**src/rtl/reg_load_arb.sv**
```systemverilog
// reg_load_arb: round-robin arbiter that lets NREQ requesters share one
// register bank. A granted requester gets exactly one bank operation
// (load via ce=0 with d, clear via r, or set via s) and then a one-cycle ack.
//
// Request levels are registered once before IDLE looks at them. That input
// stage sets the req->ack latency to four cycles. The winner is chosen from
// the live req levels in ARB, so a requester that has already withdrawn is
// never granted.
//
// Optional feature: define REG_LOAD_ARB_READBACK_EN to compare the bank
// readback q against the expected contents during ACK. A mismatch sets a
// sticky err flag. When the macro is undefined, err is tied to 0 and q is
// ignored.
module reg_load_arb #(
  parameter int NREQ  = 4,
  parameter int WIDTH = 36
) (
  input  logic                  clk,
  input  logic                  reset,
  input  logic [NREQ-1:0]       req,
  input  logic [2*NREQ-1:0]     op,
  input  logic [NREQ*WIDTH-1:0] din,
  output logic [NREQ-1:0]       ack,
  output logic                  busy,
  output logic [WIDTH-1:0]      d,
  output logic                  ce,
  output logic                  r,
  output logic                  s,
  input  logic [WIDTH-1:0]      q,
  output logic                  err
);

  localparam int IW = $clog2(NREQ);
  localparam logic [IW:0]      NREQ_W   = (IW+1)'(NREQ);
  localparam logic [IW-1:0]    LAST_IDX = IW'(NREQ - 1);
  localparam logic [NREQ-1:0]  ONE      = NREQ'(1);
  localparam logic [1:0]       OP_CLEAR = 2'b01;
  localparam logic [1:0]       OP_SET   = 2'b10;

  typedef enum logic [1:0] {IDLE, ARB, LOAD, ACK} state_e;

  state_e            state_q;
  logic [IW-1:0]     ptr_q;
  logic [IW-1:0]     win_q;
  logic [NREQ-1:0]   req_q;
  logic [NREQ-1:0]   ack_q;
  logic              busy_q;
  logic [WIDTH-1:0]  d_q;
  logic              ce_q;
  logic              r_q;
  logic              s_q;

  logic              found_d;
  logic [IW-1:0]     win_d;
  logic [1:0]        op_d;
  logic [WIDTH-1:0]  data_d;
  logic [IW:0]       cand_sum;
  logic [IW-1:0]     cand;

  // Round-robin search starting at the pointer; selects the winner's op and data
  // NOTE: every combinational output gets a default before any branch, so no latch is inferred.
  always_comb begin
    found_d  = 1'b0;
    win_d    = '0;
    op_d     = 2'b00;
    data_d   = '0;
    cand_sum = '0;
    cand     = '0;
    for (int k = 0; k < NREQ; k++) begin
      cand_sum = {1'b0, ptr_q} + (IW+1)'(k);
      if (cand_sum >= NREQ_W) begin
        cand_sum = cand_sum - NREQ_W;
      end
      cand = cand_sum[IW-1:0];
      if (!found_d && req[cand]) begin
        found_d = 1'b1;
        win_d   = cand;
      end
    end
    for (int j = 0; j < NREQ; j++) begin
      if (IW'(j) == win_d) begin
        op_d   = op[2*j +: 2];
        data_d = din[WIDTH*j +: WIDTH];
      end
    end
  end

  // Control FSM: outputs are registered and change together with the state
  // NOTE: state and output registers use non-blocking assignments so every register samples pre-edge values.
  always_ff @(posedge clk) begin
    if (reset) begin
      state_q <= IDLE;
      ptr_q   <= '0;
      win_q   <= '0;
      req_q   <= '0;
      ack_q   <= '0;
      busy_q  <= 1'b0;
      d_q     <= '0;
      ce_q    <= 1'b1;
      r_q     <= 1'b0;
      s_q     <= 1'b0;
    end else begin
      // Strobes and ack last one cycle unless a state sets them again.
      ack_q <= '0;
      ce_q  <= 1'b1;
      r_q   <= 1'b0;
      s_q   <= 1'b0;
      req_q <= req;
      case (state_q)
        IDLE: begin
          if (|req_q) begin
            state_q <= ARB;
            busy_q  <= 1'b1;
          end
        end
        ARB: begin
          if (found_d) begin
            state_q <= LOAD;
            win_q   <= win_d;
            d_q     <= data_d;
            case (op_d)
              OP_CLEAR: r_q  <= 1'b1;
              OP_SET:   s_q  <= 1'b1;
              default:  ce_q <= 1'b0;
            endcase
          end else begin
            // Every requester withdrew: no grant, no strobe.
            state_q <= IDLE;
            busy_q  <= 1'b0;
          end
        end
        LOAD: begin
          state_q <= ACK;
          ack_q   <= ONE << win_q;
        end
        ACK: begin
          state_q <= IDLE;
          busy_q  <= 1'b0;
          ptr_q   <= (win_q == LAST_IDX) ? '0 : win_q + 1'b1;
          // The requester just served may still hold req this cycle.
          // Mask it so it is not seen as a new request.
          req_q   <= req & ~(ONE << win_q);
        end
        default: begin
          state_q <= IDLE;
          busy_q  <= 1'b0;
        end
      endcase
    end
  end

  assign ack  = ack_q;
  assign busy = busy_q;
  assign d    = d_q;
  assign ce   = ce_q;
  assign r    = r_q;
  assign s    = s_q;

`ifdef REG_LOAD_ARB_READBACK_EN
  logic [1:0]       op_q;
  logic             err_q;
  logic [WIDTH-1:0] rb_exp;

  // Expected bank contents after the latched operation
  always_comb begin
    rb_exp = d_q;
    case (op_q)
      OP_CLEAR: rb_exp = '0;
      OP_SET:   rb_exp = '1;
      default:  rb_exp = d_q;
    endcase
  end

  // Latch the granted op and keep a sticky readback-mismatch flag
  always_ff @(posedge clk) begin
    if (reset) begin
      op_q  <= 2'b00;
      err_q <= 1'b0;
    end else begin
      if (state_q == ARB && found_d) begin
        op_q <= op_d;
      end
      if (state_q == ACK && q != rb_exp) begin
        err_q <= 1'b1;
      end
    end
  end

  assign err = err_q;
`else
  logic unused_readback;
  assign unused_readback = ^q;
  assign err = 1'b0;
`endif

endmodule
```
**config.mk**
```make
export PLATFORM = sky130hd
export DESIGN_NAME = reg_load_arb
export DESIGN_NICKNAME = d
export VERILOG_FILES = /design/src/rtl/reg_load_arb.sv
export SDC_FILE = /design/constraint.sdc
export NUM_CORES = 1
export LEC_CHECK = 0
export CAP_MARGIN = 25
export CORE_MARGIN = 3
export CORE_UTILIZATION = 35
export CTS_CLUSTER_SIZE = 28
export DETAILED_ROUTE_END_ITERATION = 8
export GPL_TIMING_DRIVEN = 0
export PLACE_DENSITY = 0.86
export SLEW_MARGIN = 25
export SYNTH_ARGS = -nofsm -noshare
export SYNTH_HDL_FRONTEND = slang
export SYNTH_SLANG_ARGS = --single-unit
export TNS_END_PERCENT = 100
```
**constraint.sdc**
```tcl
create_clock -name clk -period 2.5 [get_ports clk]
set_clock_uncertainty 0.1 [all_clocks]
set_input_delay 0.25 -clock clk [delete_from_list [all_inputs] [get_ports clk]]
set_output_delay 0.25 -clock clk [all_outputs]
set_load 0.05 [all_outputs]
```
==> Changelog: implementation <==
## Implementation

* Status: finished clean
* Initial DRC count at 78
* Share of cells above drive strength 1 at 5.45%
* Vias in the first global route at around 3,800
* Crit path buf inv count at 4
* DIE AREA at 10,400 um^2
* Cts hold-fix bufs at 0
* H-tree Lvls at 2
* Unrepaired setup endpoints after global routing: no
* Critical path fanouts, max at 10
* Maxcap violations at 0
* Final antenna-violating net count at 0
* Peak VDD IR at between 0.2 and 0.25 mV
* Post-Syn Nets at between 500 and 600
* Fin. max-slew vios at 0
* Final setup vio count at 0
* DRC viols at 0
* Yosys chip area at ~3200 um^2
* Synth async-reset ratio at 0%
* Clock buffer depth at 2
* Compound Share, Synth at a little over a quarter
* Reg2reg path depth at 9
* Top Layer Used: met4
* Most numerous logic cells after layout: 200 x clkdlybuf4s50_1, 54 x dfxtp_1, 44 x mux2i_1
* Power density cells at around 470 nW/um^2
* AND/OR/NAND/NOR Cells, Area Fraction at between 10% and 20%
* Vias at ~3,600
* Crit path capture type: flip-flop
* Count of tool warnings at about 66
* EDFF count, synth at 0
* Static Leak at ~0.0021 uW
* Logic family by area: AND-OR/OR-AND gates
* Layout Nets at just under 800
* Gp weighted congestion at between 0.8 and 0.9
* Clock sink count at ~54
* Highest clock rate at approximately 430 MHz
* Critical path cell sequence: clkdlybuf4s50_1, or3_1, buf_4, and2_4, buf_6, buf_6, mux2i_1, mux2_2, ha_1, and3_1
* Synth area leader: dfxtp_1
* Tot Pwr at approximately 2600 uW
* Most common cell on crit path: buf_6
* Tcrit/Tclk final at between 90 and 100%
* Setup WS post-layout at 148 ps
* Post-synth top area share at around a third
* Hold Path Class: primary input to flip-flop
* DP Area at 5360 um^2
* Critical path's largest stage delay at 490 ps
* #FFs+latches synth at 54
* Hold path startpoint: req[2]
* Final WL at between 10,000 and 15,000 um
* Pre-CTS setup slack at -321 ps
* Area Overhead vs Synth at 71.2%
* CORE AREA at approximately 8800 um^2
* Worst Tran Pin Value at roughly 570 ps
* Worst r2r dst: s$_SDFF_PP0_
* Mean Syn Cell Area at 8.54 um^2
* Synth Seq Share at 33.7%
* Count leader, synth: dfxtp_1
* Initial antenna violation count at 0
* Hold Path End: req_q[2]$_SDFF_PP0_
* Reg2reg setup slack at around 160 ps
* Synth cell types at 36
* Met1 usage at approximately a quarter
* Io pins at around 240
* Xor/xnor share at 0%
* Mapped Area at 3210 um^2
* Synth top cells by count: 54 x dfxtp_1, 44 x mux2i_1, 42 x nand2_1
* Synth Instances at around 380
* TritonRoute pass-1 iters at 4
* WP data arrival at approximately 2500 ps
* CTS tree: built
* First-pass GRT wire length at roughly 18,000 um
* I/O Buffers at between 200 and 250
* N_diodes at 0
* Adder Area Share at under 10%
* WL met1 at 4480 um
-- worst max-delay path by stage --
| stage | start | slack (ps) | endpoint | cells after the start |
|---|---|---|---|---|
| floorplan | ptr_q[1]$_SDFFE_PP0N_ | 370 | s$_SDFF_PP0_ | 9 |
| global placement | req[2] | -270 | s$_SDFF_PP0_ | 11 |
| detailed placement | req[2] | -320 | s$_SDFF_PP0_ | 11 |
| CTS | req[2] | 2 | s$_SDFF_PP0_ | 11 |
| global route | reset | 60 | d[21]$_SDFFE_PP0P_ | 7 |
| finish | req[1] | 150 | s$_SDFF_PP0_ | 10 |
-- worst min-delay path, cell delays in order --
cell	delay, ps
dlymetal6s2s_1	160
inv_1	90
a311oi_1	40
-- report_power, final --
group / internal (uW) / switching (uW)
clock network: 299 / 296
logic: 491 / 526
registers: 935 / 42.1
total: 1730 / 864
-- sequential cells by signal (all words and copies together), names as in the netlist, named ones only --
| signal | flops |
|---|---|
| ack | 4 |
| busy | 1 |
| ce | 1 |
| d | 36 |
| ptr_q | 2 |
| r | 1 |
| req_q | 4 |
| s | 1 |
| state_q | 1 |
| win_q | 2 |
-- through the flow --
stage          TNS (ps)  cells  hold WS [ps]
4_1_cts               0    693           391
6_report              0    695           174
3_5_place_dp      -2270    685           369
2_1_floorplan         0    376           262
5_1_grt               0    695           177
3_3_place_gp      -1700    685           364
-- timing repair --
item | 4_1_cts | 5_1_grt
setup endpoints to repair | 0 | 17
gates resized | 0 | 4
setup buffers | 0 | 2
-- cell type report --
class	count	area [um^2]	area share [%]
timing repair buffer	203	2030	36.9
multi-input combinational	281	1940	35.3
tap	108	135	2.46
clock inverter	2	37.5	0.683
sequential	54	1080	19.7
inverter	7	26.3	0.478
clock buffer	6	72.6	1.32
buffer	34	170	3.10
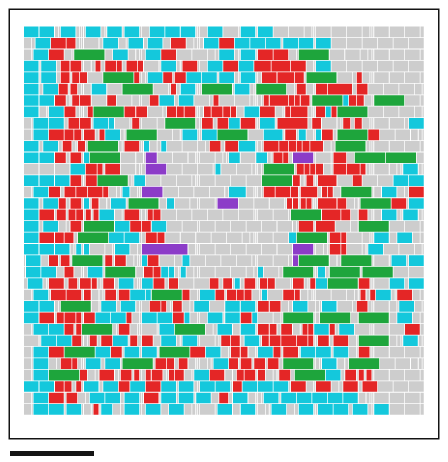
Figure 1: cell classes on the final placement.
Scale bar: 20 um. Fill, decap, tap and diode cells in grey.
remaining logic cells -> red  # cells 288, share of their area 37%
sequential cells -> green  # cells 54, share of their area 20%
remaining buffers and delay cells -> cyan  # cells 237, share of their area 41%
clock drivers and dummy loads -> purple  # cells 8, share of their area 2.1%

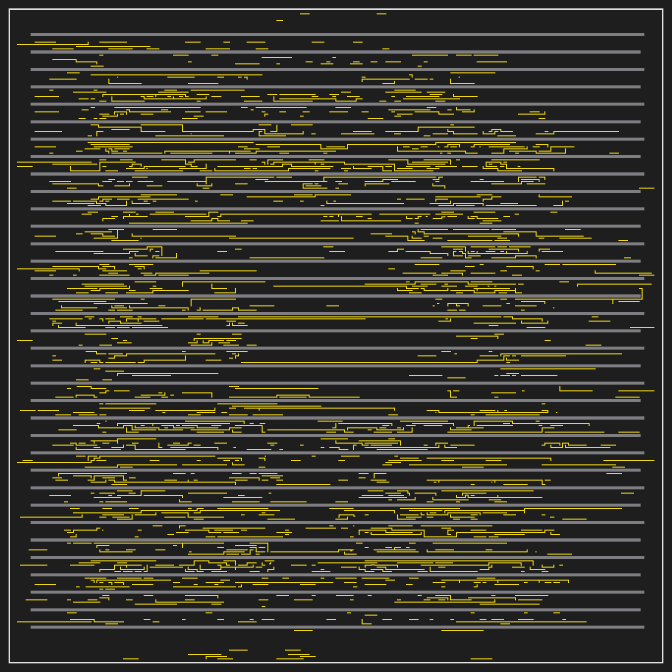
Figure 2: M1 wires.
Supply wires on this layer in grey.
nets with wire on the layer = 662
main direction = horizontal

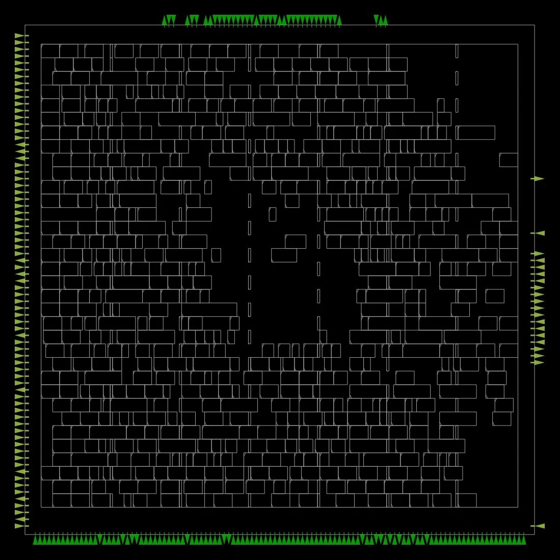
Figure 3: cell outlines without signal wires.
Seq/total area: 19.7%
n_taps: 108
final core utilization: 62.4%
FP Rows: 34
Fillers: 744

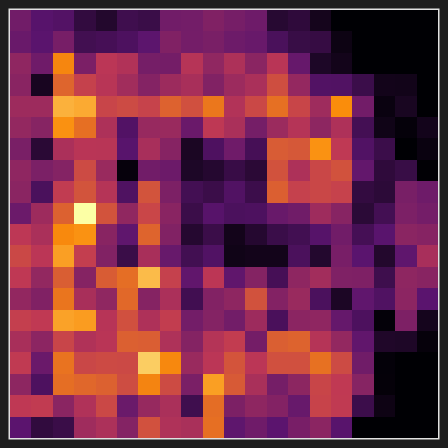
Figure 4: routed metal per tile.
20 x 20 tiles, from black (low) to pale yellow (high), scaled to the fullest tile. Values are wire area over tile area, all layers added.
mean over tiles = 0.18
emptiest ninth of the die = top right
nearly empty tiles = 8.3%

Power is estimated from default activity; no workload was simulated.
